<file path="src/rtl/dac_update_sched.sv">
// dac_update_sched
// Paces SPI DAC updates from a free-running sample tick. On each tick one of
// two requesters is granted round-robin, its A/B codes are latched for the
// DAC driver, start is held for a fixed number of cycles, and the block then
// waits for done (bounded by a timeout) before acknowledging the requester.
module dac_update_sched #(
   parameter int SAMPLE_DIV   = 2500,
   parameter int START_HOLD   = 8,
   parameter int DONE_TIMEOUT = 4096
) (
   input  logic        sys_clk,
   input  logic        rst,
   input  logic        req0,
   input  logic        req1,
   input  logic [11:0] data0_a,
   input  logic [11:0] data0_b,
   input  logic [11:0] data1_a,
   input  logic [11:0] data1_b,
   output logic        ack0,
   output logic        ack1,
   output logic [11:0] dac_in1,
   output logic [11:0] dac_in2,
   output logic        start,
   input  logic        done,
   output logic        busy,
   output logic        grant_id,
   output logic        overrun,
   output logic        timeout_err,
   input  logic        clr_err
);

   localparam int TW = (SAMPLE_DIV > 1) ? $clog2(SAMPLE_DIV) : 1;
   localparam int HW = (START_HOLD > 1) ? $clog2(START_HOLD) : 1;
   localparam int WW = $clog2(DONE_TIMEOUT + 1);

   localparam logic [TW-1:0] TICK_LAST = TW'(SAMPLE_DIV - 1);
   localparam logic [HW-1:0] HOLD_LAST = HW'(START_HOLD - 1);
   localparam logic [WW-1:0] WAIT_LAST = WW'(DONE_TIMEOUT - 1);

   typedef enum logic [1:0] {
      S_IDLE  = 2'd0,
      S_START = 2'd1,
      S_WAIT  = 2'd2
   } state_t;

   state_t          state_q, state_d;
   logic [TW-1:0]   tick_cnt;
   logic            tick;
   logic [HW-1:0]   hold_q, hold_d;
   logic [WW-1:0]   wait_q, wait_d;
   logic            last_grant;
   logic            any_req;
   logic            grant_sel;
   logic            load;
   logic            ack_fire;
   logic            to_set;

   // Sample-rate divider; free-runs independent of the transfer state so the
   // update rate never drifts with DAC latency.
   always_ff @(posedge sys_clk or posedge rst) begin
      if (rst)
         tick_cnt <= '0;
      else if (tick_cnt == TICK_LAST)
         tick_cnt <= '0;
      else
         tick_cnt <= tick_cnt + 1'b1;
   end

   assign tick = (tick_cnt == TICK_LAST);

   // Round-robin pick: on contention favour the requester not served last;
   // otherwise whoever is asking (req1 alone selects 1, req0 alone selects 0).
   always_comb begin
      any_req   = req0 | req1;
      grant_sel = (req0 & req1) ? ~last_grant : req1;
   end

   // FSM state and phase counters.
   always_ff @(posedge sys_clk or posedge rst) begin
      if (rst) begin
         state_q <= S_IDLE;
         hold_q  <= '0;
         wait_q  <= '0;
      end else begin
         state_q <= state_d;
         hold_q  <= hold_d;
         wait_q  <= wait_d;
      end
   end

   // Next-state logic: grant on tick, hold start, then wait for done or timeout.
   always_comb begin
      state_d  = state_q;
      hold_d   = hold_q;
      wait_d   = wait_q;
      load     = 1'b0;
      ack_fire = 1'b0;
      to_set   = 1'b0;
      case (state_q)
         S_IDLE: begin
            if (tick && any_req) begin
               state_d = S_START;
               hold_d  = '0;
               load    = 1'b1;
            end
         end
         S_START: begin
            // done is deliberately not looked at here; a stale done from the
            // driver must not cut the start pulse short.
            if (hold_q == HOLD_LAST) begin
               state_d = S_WAIT;
               wait_d  = '0;
            end else begin
               hold_d = hold_q + 1'b1;
            end
         end
         S_WAIT: begin
            if (done) begin
               ack_fire = 1'b1;
               state_d  = S_IDLE;
            end else if (wait_q == WAIT_LAST) begin
               to_set  = 1'b1;
               state_d = S_IDLE;
            end else begin
               wait_d = wait_q + 1'b1;
            end
         end
         default: begin
            state_d = S_IDLE;
         end
      endcase
   end

   // Latch the granted codes and owner; they persist until the next grant.
   always_ff @(posedge sys_clk or posedge rst) begin
      if (rst) begin
         dac_in1  <= '0;
         dac_in2  <= '0;
         grant_id <= 1'b0;
      end else if (load) begin
         dac_in1  <= grant_sel ? data1_a : data0_a;
         dac_in2  <= grant_sel ? data1_b : data0_b;
         grant_id <= grant_sel;
      end
   end

   // Round-robin history only advances on a completed transfer, so a timed
   // out requester keeps priority and is retried on the next tick.
   always_ff @(posedge sys_clk or posedge rst) begin
      if (rst)
         last_grant <= 1'b1;
      else if (ack_fire)
         last_grant <= grant_id;
   end

   // Sticky error flags; a set event in the same cycle as clr_err wins.
   always_ff @(posedge sys_clk or posedge rst) begin
      if (rst) begin
         overrun     <= 1'b0;
         timeout_err <= 1'b0;
      end else begin
         overrun     <= (tick & (state_q != S_IDLE)) | (overrun & ~clr_err);
         timeout_err <= to_set | (timeout_err & ~clr_err);
      end
   end

   // Status and handshake outputs decoded from the state register. The ack is
   // issued in the last WAIT cycle, so busy drops the cycle after it and the
   // requester can release req before the FSM is back in IDLE.
   always_comb begin
      start = (state_q == S_START);
      busy  = (state_q != S_IDLE);
      ack0  = ack_fire & ~grant_id;
      ack1  = ack_fire & grant_id;
   end

endmodule

</file>
<file path="config.mk">
export PLATFORM = sky130hd
export DESIGN_NAME = dac_update_sched
export DESIGN_NICKNAME = d
export VERILOG_FILES = /design/src/rtl/dac_update_sched.sv
export SDC_FILE = /design/constraint.sdc
export NUM_CORES = 1
export LEC_CHECK = 0
export ABC_CLOCK_PERIOD_IN_PS = 6400
export CELL_PAD_IN_SITES_DETAIL_PLACEMENT = 1
export CELL_PAD_IN_SITES_GLOBAL_PLACEMENT = 1
export CORE_MARGIN = 1.5
export CORE_UTILIZATION = 42
export CTS_BUF_LIST = sky130_fd_sc_hd__clkbuf_2 sky130_fd_sc_hd__clkbuf_4 sky130_fd_sc_hd__clkbuf_8
export DETAILED_ROUTE_END_ITERATION = 7
export GPL_TIMING_DRIVEN = 0
export PLACE_DENSITY = 0.89
export SYNTH_ARGS = -nofsm -noshare
export SYNTH_HDL_FRONTEND = slang
export SYNTH_SLANG_ARGS = --single-unit
</file>
<file path="constraint.sdc">
create_clock -name sys_clk -period 6.4 [get_ports sys_clk]
set_clock_uncertainty 0.1 [all_clocks]
set_input_delay 1.28 -clock sys_clk [delete_from_list [all_inputs] [get_ports sys_clk]]
set_output_delay 1.28 -clock sys_clk [all_outputs]
set_load 0.05 [all_outputs]
</file>
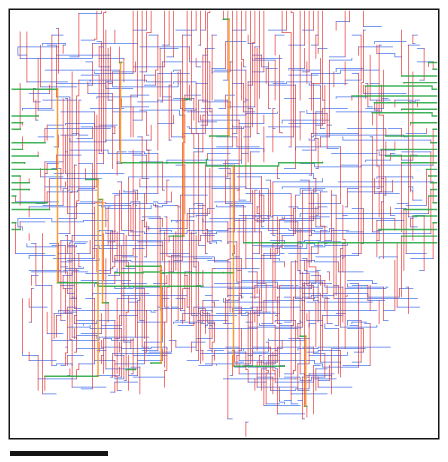
(images/wires.png)
Bar = 20 um.
orange -> metal 4  # wire length 248 um
green -> metal 3  # wire length 423 um
blue -> metal 1  # wire length 3,310 um
red -> metal 2  # wire length 4,540 um
vias after detailed routing: 2,378
GRT Overall Usage: 0.247
routed wire length per instance: 19.2 um

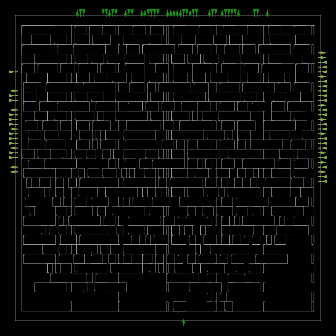
(images/placement.png)
number of rows in the core area: 30
Final Util: 0.609
Tap Count: 96

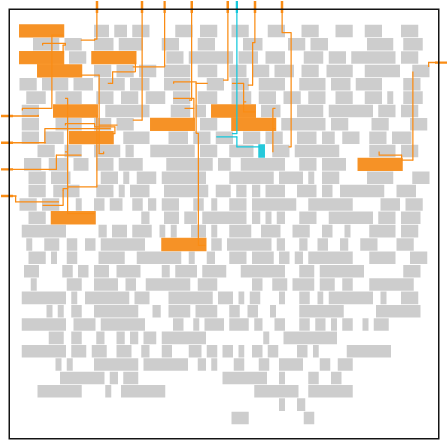
(images/io_fan.png)
orange -> `dac_in1`  # bits 12, direction output, end cells 12, buffers 12, wire 427 um
cyan -> `ack0`  # bits 1, direction output, end cells 1, buffers 1, wire 36.6 um
I/O pins: 85
port buffer count: 84

==> summary.rpt <==
FLOW METRICS REPORT
----------------------------------------------------
[Timing]
  Worst-case setup margin in the final layout ........................ roughly 2.2 ns
  Count of final max-slew check failures ........................ 0

[Global routing]
  Via count of the first global-routing pass ........................ 2,663
  First-pass GRT wire length ........................ 14,000 um
  Busiest layer in global routing ........................ met2

[Power]
  Internal power consumption ........................ 0.000593 W
  Combinational gate power ........................ 0.0000648 W
  Switching power total ........................ 0.000188 W
  Top Consumer ........................ registers
  Switching Share ........................ 0.241

[Finish]
  Inverters ........................ 9
  Multi-input logic portion of the cell area ........................ 0.338
  Area added between synthesis and finish ........................ 39.7%
  Portion of the layout cell area used by clock cells ........................ 0.0487
  Clock buffer instance count of the final layout ........................ 9
  Commonest cells after routing, fill and taps aside ........................ sky130_fd_sc_hd__clkdlybuf4s50_1, sky130_fd_sc_hd__dfrtp_1, sky130_fd_sc_hd__mux2_2
  Final Net Count ........................ 400
  Top cell excl fill/tap ........................ sky130_fd_sc_hd__clkdlybuf4s50_1

[Logic synthesis]
  Commonest cells post-synth ........................ sky130_fd_sc_hd__dfrtp_1, sky130_fd_sc_hd__mux2_2, sky130_fd_sc_hd__mux2_4
  Synth Area in XOR/XNOR ........................ 0.0353
  Area share of and/or/nand/nor cells after synthesis ........................ 0.132
  Share of synthesized area occupied by flip-flops and latches ........................ 0.488
  Fraction of registers with async set/reset ........................ 1.00
  Post-synth regs ........................ 58

[Setup path]
  Slowest cell on crit path ........................ sky130_fd_sc_hd__clkdlybuf4s50_1

[Clock tree]
  Number of buffers created by CTS ........................ 9

[Drt]
  WL met1 ........................ 3310 um
  Metal2 WL ........................ around 4500 um
  Length of the first detailed-routing pass in iterations ........................ 4

[Run status]
  Run status ........................ complete, no violations

----------------------------------------------------
worst paths after layout:
check	from	slack, ns	to	depth (start not counted)
setup / recovery	done	2.16	ack0	4
hold / removal	dac_in2[10]	0.41	dac_in2[10]	1
setup reg to reg	tick_cnt[0]	4.12	dac_in2[0]	8
hold reg to reg	dac_in2[10]	0.41	dac_in2[10]	1
max in group asynchronous	rst	4.29	last_grant	3
min in group asynchronous	rst	1.25	dac_in2[2]	2
worst max-delay path, delay by kind of cell:
kind	cells	cell delay [ns]
AND/OR/NAND/NOR	2	0.23
buffers and inverters	2	1.36
stage by stage:
stage               area [um2]  power, W  std cells
floorplan                 2980  0.000401        246
global placement          3940  0.000438        426
global route              4160  0.000810        443
finish                    4160  0.000781        443
detailed placement        3960  0.000442        427
CTS                       4160  0.000791        443
Power figures rest on the tool's default switching activity, not on a simulated workload.
